### config.mk
export PLATFORM = sky130hd
export DESIGN_NAME = irqgen_sequencer
export DESIGN_NICKNAME = d
export VERILOG_FILES = /design/src/rtl/irqgen_sequencer.sv
export SDC_FILE = /design/constraint.sdc
export NUM_CORES = 1
export LEC_CHECK = 0
export CAP_MARGIN = 0
export CORE_MARGIN = 4
export CORE_UTILIZATION = 25
export CTS_CLUSTER_DIAMETER = 100
export CTS_CLUSTER_SIZE = 16
export DETAILED_ROUTE_END_ITERATION = 12
export GPL_TIMING_DRIVEN = 0
export SLEW_MARGIN = 10
export SYNTH_ARGS = -nofsm -noshare
export SYNTH_HDL_FRONTEND = slang
export SYNTH_SLANG_ARGS = --single-unit
### constraint.sdc
create_clock -name ACLK -period 6.01 [get_ports ACLK]
set_input_delay 0.9015 -clock ACLK [delete_from_list [all_inputs] [get_ports ACLK]]
set_output_delay 0.9015 -clock ACLK [all_outputs]
set_load 0.05 [all_outputs]
### src/rtl/irqgen_sequencer.sv
`default_nettype none
// ==========================================================================
// irqgen_sequencer : job-descriptor FIFO that launches IRQ generator jobs
// Rev 1.0
// ==========================================================================
module irqgen_sequencer #(
  parameter int C_WIDTH_OF_IRQRATE = 16,
  parameter int C_WIDTH_OF_IRQAMT  = 16,
  parameter int C_QUEUE_DEPTH      = 4,
  parameter int C_GAP_CYCLES       = 3
) (
  input  logic                            ACLK,
  input  logic                            ARESET,
  input  logic                            job_valid,
  output logic                            job_ready,
  input  logic [3:0]                      job_line,
  input  logic [C_WIDTH_OF_IRQAMT-1:0]    job_amt,
  input  logic [C_WIDTH_OF_IRQRATE-1:0]   job_rate,
  input  logic                            flush,
  input  logic                            err_clear,
  input  logic [4:0]                      irq_handled,
  output logic                            ctrl_start,
  output logic [3:0]                      ctrl_irq_line,
  output logic [C_WIDTH_OF_IRQAMT-1:0]    ctrl_irq_amt,
  output logic [C_WIDTH_OF_IRQRATE-1:0]   ctrl_irq_rate,
  output logic                            busy,
  output logic                            job_done,
  output logic [$clog2(C_QUEUE_DEPTH):0]  queue_level,
  output logic [15:0]                     jobs_done_count,
  output logic                            err_spurious
);

  localparam int PW = $clog2(C_QUEUE_DEPTH);
  localparam int LW = PW + 1;
  localparam int AW = C_WIDTH_OF_IRQAMT;
  localparam int RW = C_WIDTH_OF_IRQRATE;
  localparam int DW = 4 + AW + RW;
  localparam int GW = $clog2(C_GAP_CYCLES);

  typedef enum logic [1:0] {
    S_IDLE   = 2'd0,
    S_LAUNCH = 2'd1,
    S_RUN    = 2'd2,
    S_GAP    = 2'd3
  } state_t;

  state_t          state_q, state_d;
  logic [DW-1:0]   mem_q [C_QUEUE_DEPTH];
  logic [PW-1:0]   wr_ptr_q, wr_ptr_d, rd_ptr_q, rd_ptr_d;
  logic [LW-1:0]   level_q, level_d;
  logic [AW-1:0]   ack_cnt_q, ack_cnt_d;
  logic [GW-1:0]   gap_cnt_q, gap_cnt_d;
  logic            start_q, start_d;
  logic [3:0]      line_q, line_d;
  logic [AW-1:0]   amt_q, amt_d;
  logic [RW-1:0]   rate_q, rate_d;
  logic            busy_q, busy_d;
  logic            done_q, done_d;
  logic [15:0]     done_cnt_q, done_cnt_d;
  logic            err_q, err_d;

  logic            full, push, pop, ack, match;
  logic [DW-1:0]   head;

  assign full      = (level_q == LW'(C_QUEUE_DEPTH));
  assign job_ready = !full && !flush;
  assign push      = job_valid && job_ready;
  assign pop       = (state_q == S_IDLE) && (level_q != '0);
  assign head      = mem_q[rd_ptr_q];
  assign ack       = irq_handled[0];
  assign match     = ack && (irq_handled[4:1] == line_q);

  always_comb begin
    state_d    = state_q;
    wr_ptr_d   = wr_ptr_q;
    rd_ptr_d   = rd_ptr_q;
    level_d    = level_q;
    ack_cnt_d  = ack_cnt_q;
    gap_cnt_d  = gap_cnt_q;
    start_d    = 1'b0;
    line_d     = line_q;
    amt_d      = amt_q;
    rate_d     = rate_q;
    done_d     = 1'b0;
    done_cnt_d = done_cnt_q;
    err_d      = err_q;

    case (state_q)
      S_IDLE: begin
        if (pop) begin
          state_d = S_LAUNCH;
          start_d = 1'b1;
          {line_d, amt_d, rate_d} = head;
        end
      end
      S_LAUNCH: begin
        ack_cnt_d = '0;
        gap_cnt_d = '0;
        if (amt_q == '0) begin
          state_d    = S_GAP;
          done_d     = 1'b1;
          done_cnt_d = done_cnt_q + 16'd1;
        end else begin
          state_d = S_RUN;
        end
      end
      S_RUN: begin
        if (match) begin
          ack_cnt_d = ack_cnt_q + AW'(1);
          if (ack_cnt_d == amt_q) begin
            state_d    = S_GAP;
            gap_cnt_d  = '0;
            done_d     = 1'b1;
            done_cnt_d = done_cnt_q + 16'd1;
          end
        end
      end
      default: begin
        if (gap_cnt_q == GW'(C_GAP_CYCLES - 1)) begin
          state_d = S_IDLE;
        end else begin
          gap_cnt_d = gap_cnt_q + GW'(1);
        end
      end
    endcase

    // A fresh spurious ack outranks a simultaneous clear.
    if (ack && !(state_q == S_RUN && match)) begin
      err_d = 1'b1;
    end else if (err_clear) begin
      err_d = 1'b0;
    end

    if (flush) begin
      rd_ptr_d = wr_ptr_q;
      level_d  = '0;
    end else begin
      if (push) wr_ptr_d = wr_ptr_q + PW'(1);
      if (pop)  rd_ptr_d = rd_ptr_q + PW'(1);
      case ({push, pop})
        2'b10:   level_d = level_q + LW'(1);
        2'b01:   level_d = level_q - LW'(1);
        default: level_d = level_q;
      endcase
    end

    busy_d = (state_d != S_IDLE);
  end

  always_ff @(posedge ACLK) begin
    if (push) mem_q[wr_ptr_q] <= {job_line, job_amt, job_rate};
  end

  always_ff @(posedge ACLK) begin
    if (ARESET) begin
      state_q    <= S_IDLE;
      wr_ptr_q   <= '0;
      rd_ptr_q   <= '0;
      level_q    <= '0;
      ack_cnt_q  <= '0;
      gap_cnt_q  <= '0;
      start_q    <= 1'b0;
      line_q     <= '0;
      amt_q      <= '0;
      rate_q     <= '0;
      busy_q     <= 1'b0;
      done_q     <= 1'b0;
      done_cnt_q <= '0;
      err_q      <= 1'b0;
    end else begin
      state_q    <= state_d;
      wr_ptr_q   <= wr_ptr_d;
      rd_ptr_q   <= rd_ptr_d;
      level_q    <= level_d;
      ack_cnt_q  <= ack_cnt_d;
      gap_cnt_q  <= gap_cnt_d;
      start_q    <= start_d;
      line_q     <= line_d;
      amt_q      <= amt_d;
      rate_q     <= rate_d;
      busy_q     <= busy_d;
      done_q     <= done_d;
      done_cnt_q <= done_cnt_d;
      err_q      <= err_d;
    end
  end

  assign ctrl_start      = start_q;
  assign ctrl_irq_line   = line_q;
  assign ctrl_irq_amt    = amt_q;
  assign ctrl_irq_rate   = rate_q;
  assign busy            = busy_q;
  assign job_done        = done_q;
  assign queue_level     = level_q;
  assign jobs_done_count = done_cnt_q;
  assign err_spurious    = err_q;

endmodule
`default_nettype wire

==> results.txt, run 1 <==
Top Metal Used: met5
Worst hold path depth: 2
Sw Pwr: 1.03 mW
Hold slack: 0.454 ns
TritonCTS Buffers: 18
Status: finished, final reports clean
Htree depth: 1
Sum Neg Setup Slack: 0 ns
Synth Area in Adders: 1.78%
Critical path capture point type: register
Metal3 WL: 1600 um
Port Buffer Count: 103
Crit path launch: ack_cnt_q[0]
Yosys stat cell total: 757
XORs/XNORs by Area: 2.57%
F_max: 0.263 GHz
Post-CTS sizing: 0
Worst Setup EP: jobs_done_count[13]
Grt met3 use: 2.73%
Tool warnings: 32
Vias in the first global route: 6439
Mux frac, synth: 9.25%
# diodes: 1
Non-clock buffer count: 155
Max stage delay cell, worst path: nor4_1
R2r setup slk: 2.20 ns
# IOs: 106
Sink Count: 227
Area of the mapped netlist: 9540 um2
Synth Area per Inst: 12.6 um2
CTS tree: built
Net Count, Synth: 816
Worst-Margin Slew: 0.919 ns
Total grt overflow: 0
Yosys top cell by instances: edfxtp_1
Fig. 1: run 1, gate-type map
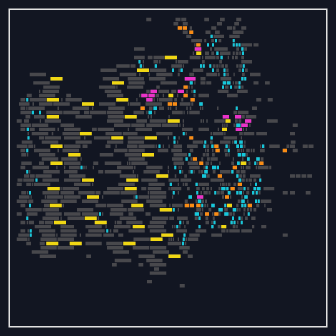
Key: orange = xor and xnor cells [cells 28]; yellow = mux cells [cells 43]; cyan = aoi and oai cells [cells 139]; magenta = fa/ha/maj cells [cells 13]
logic share of the area: 27.9%
Finished Layout Cells: 1407
Commonest Layout Cell: edfxtp_1

Fig. 2: run 1, cells colored by class
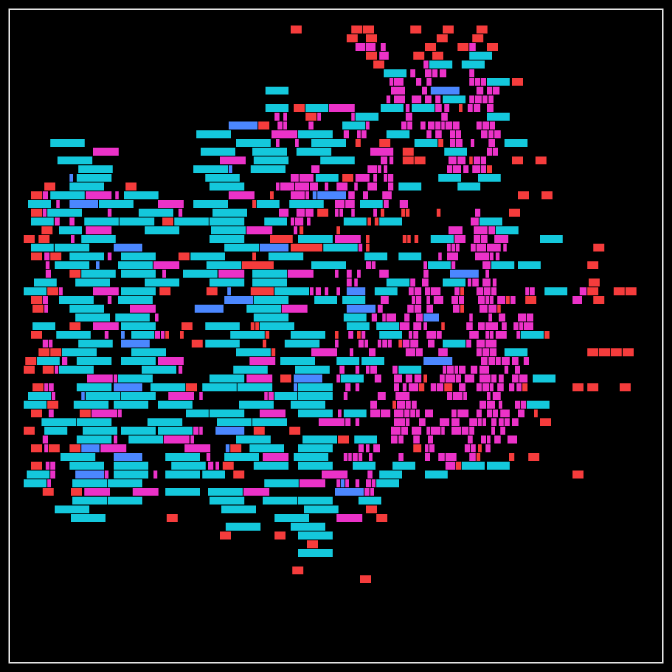
Key: blue = clock drivers and dummy loads [cells 31]; magenta = combinational and other logic [cells 482]; cyan = sequential cells [cells 227]; red = remaining buffers and delay cells [cells 155]
Seq area share: 50.5%
cell area after layout: 11800 um2

Fig. 3: run 1, sequential cells colored by netlist name
Other sequential cells in the stronger gray, the rest of the logic in the fainter gray.
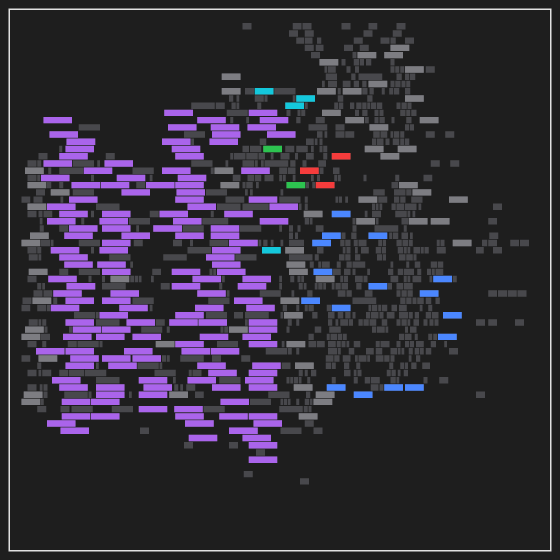
Key: purple = `mem_q` [flops 144]; green = `wr_ptr_q` [flops 2]; blue = `ack_cnt_q` [flops 16]; cyan = `ctrl_irq_line` [flops 4, where top center]; red = `queue_level` [flops 3]
Another 58 sequential cells are not colored.
Layout Utilization: 31.4%
sequential cell power: 1.78 mW
FF+latch area: 5990 um2

Fig. 4: run 1, clock wires, drivers and flops
The bar under the picture is 50 um long.
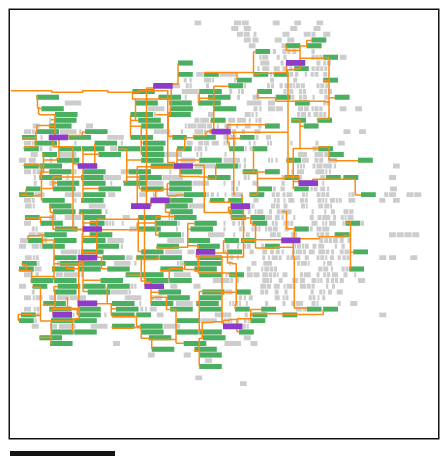

--- run 2 (diff from run 1) ---
==> constraint.sdc (replaced) <==
create_clock -name ACLK -period 3.84 [get_ports ACLK]
set_input_delay 0.576 -clock ACLK [delete_from_list [all_inputs] [get_ports ACLK]]
set_output_delay 0.576 -clock ACLK [all_outputs]
set_load 0.05 [all_outputs]
Fig. 5: run 2, clock wires, drivers and flops
The bar under the picture is 50 um long.
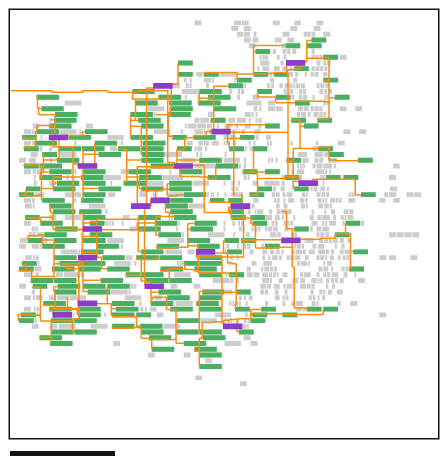
Key: green = flip-flops [count 227]; orange = clock wires [length 2760 um]; purple = clock drivers [count 18]
There are 19 routed clock nets.
clock skew: 0.0147 ns
Clock power frac: 31.5%

==> results.txt, run 2 <==
Status: finished, final reports clean (unchanged)
Worst-Margin Slew: 0.920 ns (was 0.919 ns)
Area of the mapped netlist: 9540 um2 (unchanged)
Critical path capture point type: register (unchanged)
Non-clock buffer count: 155 (unchanged)
F_max: 0.281 GHz (was 0.263 GHz)
Worst hold path depth: 2 (unchanged)
Synth Area per Inst: 12.6 um2 (unchanged)
Vias in the first global route: 6439 (unchanged)
Commonest Layout Cell: edfxtp_1 (unchanged)
Sw Pwr: 1.62 mW (was 1.03 mW)
Mux frac, synth: 9.25% (unchanged)
Finished Layout Cells: 1407 (unchanged)
Htree depth: 1 (unchanged)
FF+latch area: 5990 um2 (unchanged)
CTS tree: built (unchanged)
Post-CTS sizing: 0 (unchanged)
Tool warnings: 32 (unchanged)
Sink Count: 227 (unchanged)
Top Metal Used: met5 (unchanged)
TritonCTS Buffers: 18 (unchanged)
# diodes: 1 (unchanged)
Cell area after layout: 11900 um2 (was 11800 um2)
Port Buffer Count: 103 (unchanged)
Hold slack: 0.366 ns (was 0.454 ns)
Grt met3 use: 2.73% (unchanged)
XORs/XNORs by Area: 2.57% (unchanged)
Seq area share: 50.4% (was 50.5%)
Worst Setup EP: jobs_done_count[13] (unchanged)
Yosys top cell by instances: edfxtp_1 (unchanged)
Fig. 6: run 2, clock nets
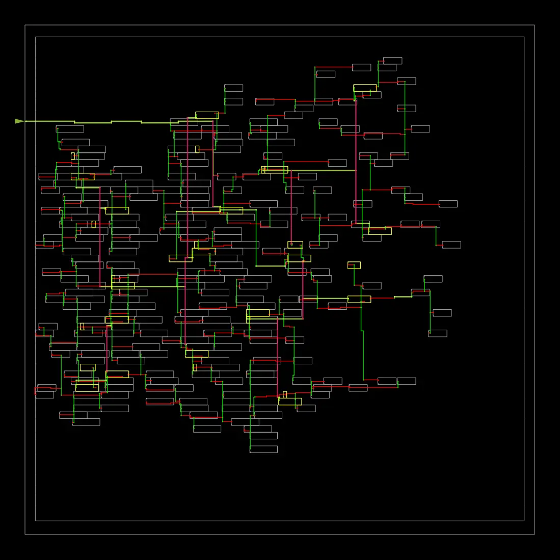

--- run 3 (diff from run 2) ---
--- a/config.mk
+++ b/config.mk
@@ -7,11 +7,12 @@
 export LEC_CHECK = 0
 export CAP_MARGIN = 0
 export CORE_MARGIN = 4
-export CORE_UTILIZATION = 25
+export CORE_UTILIZATION = 47
 export CTS_CLUSTER_DIAMETER = 100
 export CTS_CLUSTER_SIZE = 16
 export DETAILED_ROUTE_END_ITERATION = 12
 export GPL_TIMING_DRIVEN = 0
+export PLACE_DENSITY = 0.68
 export SLEW_MARGIN = 10
 export SYNTH_ARGS = -nofsm -noshare
 export SYNTH_HDL_FRONTEND = slang
Fig. 7: run 3, clock nets
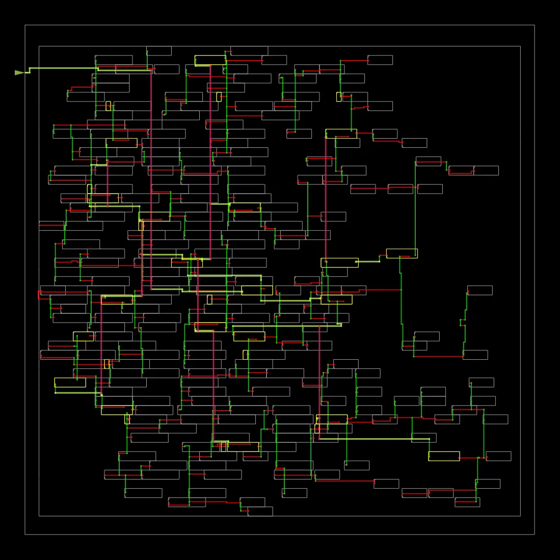
clk ins delay skew pair: 0.50 ns
P_clk: 1.74 mW

==> results.txt, run 3 <==
Post-CTS sizing: 0 (unchanged)
Logic share of the area: 28.7% (was 28.0%)
Mux frac, synth: 9.25% (unchanged)
Port Buffer Count: 103 (unchanged)
Layout Utilization: 58.5% (was 31.5%)
Crit path launch: ack_cnt_q[0] (unchanged)
Status: finished, final reports clean (unchanged)
Grt met3 use: 3.43% (was 2.73%)
Commonest Layout Cell: edfxtp_1 (unchanged)
Sink Count: 227 (unchanged)
Finished Layout Cells: 1160 (was 1407)
Worst Setup EP: jobs_done_count[13] (unchanged)
TritonCTS Buffers: 18 (unchanged)
F_max: 0.271 GHz (was 0.281 GHz)
Sw Pwr: 1.57 mW (was 1.62 mW)
# diodes: 0 (was 1)
Synth Area in Adders: 1.78% (unchanged)
Cell area after layout: 11500 um2 (was 11900 um2)
Synth Area per Inst: 12.6 um2 (unchanged)
Htree depth: 1 (unchanged)
Non-clock buffer count: 155 (unchanged)
Area of the mapped netlist: 9540 um2 (unchanged)
Net Count, Synth: 816 (unchanged)
Worst hold path depth: 2 (unchanged)
Yosys top cell by instances: edfxtp_1 (unchanged)
Vias in the first global route: 6307 (was 6439)
Worst-Margin Slew: 0.910 ns (was 0.920 ns)
Sequential cell power: 2.79 mW (about the same)
Seq area share: 51.9% (was 50.4%)
Top Metal Used: met4 (was met5)
Max stage delay cell, worst path: or4_1 (unchanged)
Tool warnings: 32 (unchanged)
Power figures rest on the tool's default switching activity, not on a simulated workload.
